$ cat src/rtl/pc_npc_sequencer.sv
// pc_npc_sequencer: SPARC-style PC/nPC sequencer with delayed branches, annul, stall hold and trap-entry FSM.
module pc_npc_sequencer #(
   parameter int              XLEN         = 32,
   parameter logic [XLEN-1:0] RESET_PC     = '0,
   parameter int              DRAIN_CYCLES = 3
) (
   input  logic            clk,
   input  logic            reset,
   input  logic            stall,
   input  logic            ctrl_valid,
   input  logic            ctrl_taken,
   input  logic            ctrl_uncond,
   input  logic            ctrl_annul,
   input  logic [XLEN-1:0] ctrl_target,
   input  logic            trap_req,
   input  logic [XLEN-1:0] trap_vector,
   output logic [XLEN-1:0] pc,
   output logic [XLEN-1:0] npc,
   output logic            fetch_valid,
   output logic            in_delay_slot,
   output logic [XLEN-1:0] epc,
   output logic [XLEN-1:0] enpc,
   output logic            trap_busy
);
   typedef enum logic [1:0] {RUN, DRAIN, VECTOR} state_t;
   state_t state, state_d;
   logic [3:0] cnt, cnt_d;
   logic [XLEN-1:0] pc_d, npc_d, epc_d, enpc_d, tgt, vec;
   logic fv_d, ds_d;
   assign tgt = {ctrl_target[XLEN-1:2], 2'b00};
   assign vec = {trap_vector[XLEN-1:2], 2'b00};
   always_comb begin
      state_d = state;
      cnt_d   = cnt;
      pc_d    = pc;
      npc_d   = npc;
      fv_d    = fetch_valid;
      ds_d    = in_delay_slot;
      epc_d   = epc;
      enpc_d  = enpc;
      case (state)
         RUN:
            if (trap_req) begin
               epc_d   = pc;
               enpc_d  = npc;
               cnt_d   = 4'(DRAIN_CYCLES - 1);
               fv_d    = 1'b0;
               state_d = DRAIN;
            end else if (!stall) begin
               fv_d = 1'b1;
               ds_d = 1'b0;
               if (ctrl_valid && ctrl_taken && ctrl_uncond && ctrl_annul) begin
                  pc_d  = tgt;
                  npc_d = tgt + XLEN'(4);
               end else if (ctrl_valid && ctrl_taken) begin
                  pc_d  = npc;
                  npc_d = tgt;
                  ds_d  = 1'b1;
               end else if (ctrl_valid && ctrl_annul) begin
                  // untaken annulling branch skips its delay slot
                  pc_d  = npc + XLEN'(4);
                  npc_d = npc + XLEN'(8);
               end else begin
                  pc_d  = npc;
                  npc_d = npc + XLEN'(4);
               end
            end
         DRAIN: begin
            fv_d = 1'b0;
            if (cnt == 4'd0) state_d = VECTOR;
            else cnt_d = cnt - 4'd1;
         end
         VECTOR: begin
            pc_d    = vec;
            npc_d   = vec + XLEN'(4);
            fv_d    = 1'b1;
            ds_d    = 1'b0;
            state_d = RUN;
         end
         default: state_d = RUN;
      endcase
   end
   always_ff @(posedge clk or posedge reset) begin
      if (reset) begin
         state         <= RUN;
         cnt           <= '0;
         pc            <= RESET_PC;
         npc           <= RESET_PC + XLEN'(4);
         fetch_valid   <= 1'b1;
         in_delay_slot <= 1'b0;
         epc           <= '0;
         enpc          <= '0;
         trap_busy     <= 1'b0;
      end else begin
         state         <= state_d;
         cnt           <= cnt_d;
         pc            <= pc_d;
         npc           <= npc_d;
         fetch_valid   <= fv_d;
         in_delay_slot <= ds_d;
         epc           <= epc_d;
         enpc          <= enpc_d;
         trap_busy     <= (state_d != RUN);
      end
   end
endmodule

$ cat config.mk
export PLATFORM = sky130hd
export DESIGN_NAME = pc_npc_sequencer
export DESIGN_NICKNAME = d
export VERILOG_FILES = /design/src/rtl/pc_npc_sequencer.sv
export SDC_FILE = /design/constraint.sdc
export NUM_CORES = 1
export LEC_CHECK = 0
export CORE_AREA = 8 8 141 143
export CTS_CLUSTER_SIZE = 30
export DETAILED_ROUTE_END_ITERATION = 10
export DIE_AREA = 0 0 149 151
export PLACE_DENSITY = 0.79
export SLEW_MARGIN = 20
export SYNTH_ARGS = -nofsm -noshare
export SYNTH_HDL_FRONTEND = slang
export SYNTH_SLANG_ARGS = --single-unit
$ cat constraint.sdc
create_clock -name clk -period 10.5 [get_ports clk]
set_input_delay 2.625 -clock clk [delete_from_list [all_inputs] [get_ports clk]]
set_output_delay 2.625 -clock clk [all_outputs]
set_load 0.02 [all_outputs]
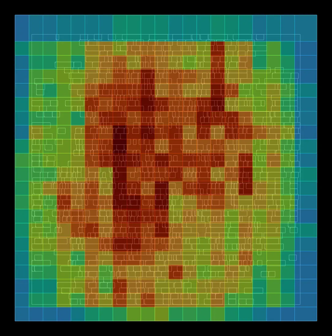
**Above:** run 1 (routing congestion map).
met2 usage: 41.4%
met3 usage: 6.96%
Total Routing Usage GR: 26.7%
M1 GR Usage: 34.6%
WL/cell: 22.7 um

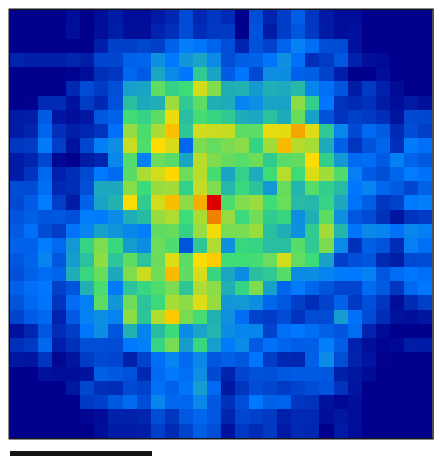
**Above:** run 1 (signal metal coverage by tile).
Scale bar: 50 um. The die is cut into 30 by 30 equal tiles; dark blue is low, red is high, scaled to the fullest tile. Values are wire area over tile area, all layers added.
densest ninth of the die: centre
fullest tile: 0.97
tiles over half the peak: 16%
nearly empty tiles: 13%
emptiest ninth of the die: south-east

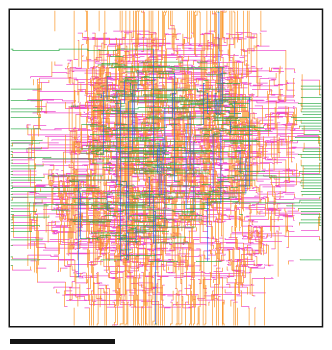
**Above:** run 1 (signal wires by layer).
Scale bar: 50 um.
| layer | colour | wire length |
|---|---|---|
| met2 | orange | 14000 um |
| met3 | green | 3690 um |
| met4 | blue | 1140 um |
| met1 | magenta | 12000 um |

==> run 1: critical path, cell delays in order <==
cell,delay (ps)
clkdlybuf4s50_1,520
nor2_1,350
mux2_2,220
buf_4,500
nand2_2,410
nor2_1,490
o221ai_1,240
o221a_2,170
==> run 1: area by class of cell <==
cell class                      count  area (um^2)  share of cell area [%]
Tap cell                          229          287                    2.56
Inverter                           16         65.1                   0.580
Antenna cell                        1         2.50                  0.0223
Sequential cell                   131         3280                    29.3
Clock inverter                     10          148                    1.32
Timing Repair Buffer              203         2010                    17.9
Clock buffer                       21          470                    4.20
Multi-Input combinational cell    746         4950                    44.1
==> run 1: state kept, by name, indices dropped and copies added, names as in the netlist <==
register	flops
trap_busy	1
in_delay_slot	1
epc	31
enpc	30
npc	30
cnt	4
pc	31
fetch_valid	1
state	2
==> impl_metrics.toml, run 1 <==
# synthesis and place-and-route metrics
[outcome]
status = "finished clean"

[synthesis]
ys_sh_mux_pct = 9.28
yosysMostFrequentCell = "dfrtp_1"
aoi_share_pct = 15.8
synth_area_um2 = 8700
ys_top_logic_family = "simple AND/OR/NAND/NOR gates"
synth.cellmix.xorXnorShare_pct = 7.85
async_flop_share_pct = 100
edf_count = 0
synth-cells-yosys = 966
top_area_share_pct = 37.1
simple_gate_share_pct = 22.0
postSynthSeqShare_pct = 37.7
common_cells = "dfrtp_1, nand2_1, nor2_1, mux2_2, a21oi_1"

[sta]
setup_violations = 0
tns_ps = 0
maxSlewViolCount = 0
fin_crit_ps = 5210
clock.fmax_ghz = 0.192
slew_headroom_pct = 31.9

[floorplanning]
core_um2 = 17700
die_area_um2 = 22500
fp-row-count = 49
fp.dieW_um = 149
initCoreUtil_pct = 49.3

[finish]
synthToLayoutAreaGrowth_pct = 28.9
final_layout_size_suffix_gt1_share_pct = 12.0
utilization_pct = 63.5
final_cell_mix = "clkdlybuf4s50_1, dfrtp_1, nand2_1"
stdcell_count = 1357

[worst_hold_path]
hold_end = "enpc[2]"
hp-start = "enpc[2]"

[power_and_ir_drop]
comb_cell_power_mw = 1.55
power.internal_mw = 1.84
ir_worst_vdd_v = 0.000160
pg_seq_mw = 0.992
fin_total_pwr_mw = 3.18
power_frac_comb_pct = 48.8
power_leader = "combinational logic"
leakage_nw = 4.36
switchingPower_mw = 1.33
clk-power_mw = 0.633

[setup_path]
worstPathRequired_ps = 10820
crit_path_end = "npc[23]"
cp_max_fo = 51
reg2reg_setup_slack_ps = 6970
critPathCaptureType = "register"
start_kind = "primary input"
rr_endpoint = "npc[23]"
cp-startpoint = "trap_req"

[route]
drc = 0
wl_um = 30900
vias = 8691
dr.pass1.iters = 6
drt_iter0_drc = 1098

[placement]
dp_slack_ps = 4980
place.gp.congestion = 0.965
dp_cells = 1325

[clock_tree]
htreeDepth = 4
clk_pin_slew_ps = 60
clockRootBuffer = "clkbuf_16"
cts_tree = "yes"
cts_buffers = 17

[grt]
grt_max_degree = 74
**Run 1: sequential cells coloured by netlist name**

Scale bar: 50 um. Other sequential cells in the stronger grey, the rest of the logic in the fainter grey.
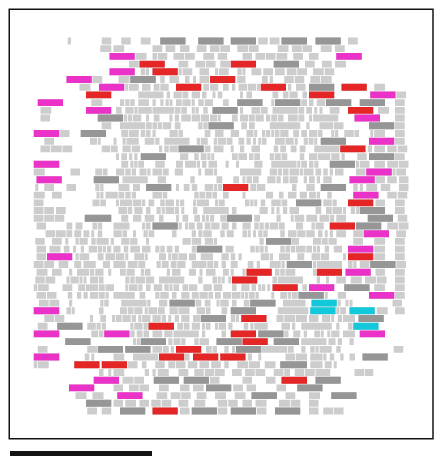

## Run 2: what changed since run 1
- clock period: 10.5 -> 4.8 ns (I/O delays scaled with it)
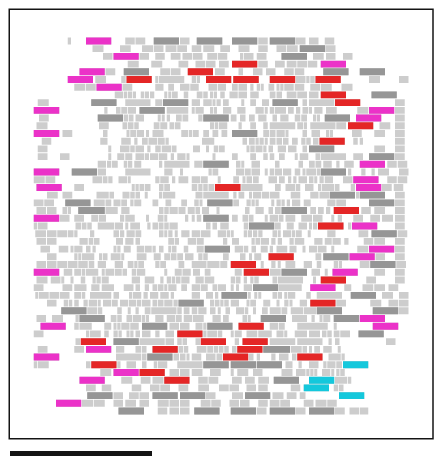
**Above:** run 2 (sequential cells coloured by netlist name).
Scale bar: 50 um. Other sequential cells in the stronger grey, the rest of the logic in the fainter grey.
| signal | colour | placed flops |
|---|---|---|
| `cnt` | cyan | 4 |
| `enpc` | magenta | 30 |
| `pc` | red | 31 |

==> run 2 against run 1 <==
Compared with the run above:
- sequential power increased by 120%
- setup slack got worse by 4000 ps
- via count hardly changed
- register-to-register slack worse by 5200 ps
- sequential share of layout area barely moved
- largest power group unchanged
==> impl_metrics.toml, run 2 <==
# synthesis and place-and-route metrics
[floorplanning]
initCoreUtil_pct = 49.3
die_area_um2 = 22500
core_um2 = 17700
fp.dieW_um = 149

[sta]
fin_skew_ps = 11.5
fin_crit_ps = 3540
setup_violations = 0
tightest_slew_ps = 923
slew_headroom_pct = 38.5
tns_ps = 0
maxSlewViolCount = 0
clock.fmax_ghz = 0.283

[worst_hold_path]
hp-start = "enpc[2]"
hold_end = "enpc[2]"

[clock_tree]
clk_pin_slew_ps = 60
clockRootBuffer = "clkbuf_16"
htreeDepth = 4
cts_buffers = 17
cts_tree = "yes"
clk_latency_ps = 430

[route]
dr.pass1.iters = 5
dr_wl_met2_um = 14100
wl_um = 31000
drt_iter0_drc = 1166
routedWlPerCell_um = 22.7
vias = 8687
drc = 0
avgViaCountPerCell = 6.36
wl_met1_um = 12200

[power_and_ir_drop]
power.internal_mw = 3.90
comb_cell_power_mw = 3.40
power_frac_comb_pct = 49.9
pg_seq_mw = 2.18
fin_total_pwr_mw = 6.82
power_leader = "combinational logic"
clk-power_mw = 1.24
leakage_nw = 4.39
switchingPower_mw = 2.91
ir_worst_vdd_v = 0.000345

[finish]
synthToLayoutAreaGrowth_pct = 28.9
antenna_cells = 0
final_layout_size_suffix_gt1_share_pct = 12.8
final_cell_mix = "clkdlybuf4s50_1, dfrtp_1, nand2_1"
stdcell_count = 1366
reg.largest.list = "epc (31), pc (31)"

[synthesis]
common_cells = "dfrtp_1, nand2_1, nor2_1, mux2_2, a21oi_1"
synth_area_um2 = 8700
postSynthSeqShare_pct = 37.7
async_flop_share_pct = 100
synth_cells = 966
top_area_share_pct = 37.1
edf_count = 0
synth-cells-yosys = 966
yosysMostFrequentCell = "dfrtp_1"

[setup_path]
cp-startpoint = "ctrl_valid"
critPathCaptureType = "register"
cp_max_fo = 14
reg2reg_setup_slack_ps = 1770
crit_path_end = "npc[27]"
start_kind = "primary input"
rr_endpoint = "npc[23]"
worstPathRequired_ps = 5120

[placement]
place.gp.congestion = 0.978
dp_slack_ps = 927
dp_cells = 1335

[outcome]
status = "finished clean"

[grt]
met2_usage_pct = 43.1
use_met1_pct = 34.2
track_usage_pct = 27.0
grt_max_degree = 84
==> run 2: critical path: stages <==
cell	delay, ps
clkdlybuf4s50_1	710
nand4_1	370
buf_4	310
nor3_1	480
nand2_1	250
o211a_1	280
o31a_1	260
==> run 2: kinds of logic (layout without fill, tap and decap cells) <==
logic type,Yosys count,in the layout,synth area share (%)
fa+ha+maj,11,11,1.58
xor+xnor,78,78,7.85
compound gates,208,208,15.8
buf+inv,92,260,5.77
flops,131,131,37.7
other cells,1,4,0.0431
mux,73,73,9.28
simple gates,372,372,22.0
==> run 2: layout make-up <==
class	instances	area (um^2)
clock inverters	13	110
repair buffers	213	2080
clock buffers	18	439
multi-input cells	746	4950
inverters	16	65.1
fillers	1506	6440
flip-flops and latches	131	3280
well taps	229	287
Power is estimated from default activity; no workload was simulated.
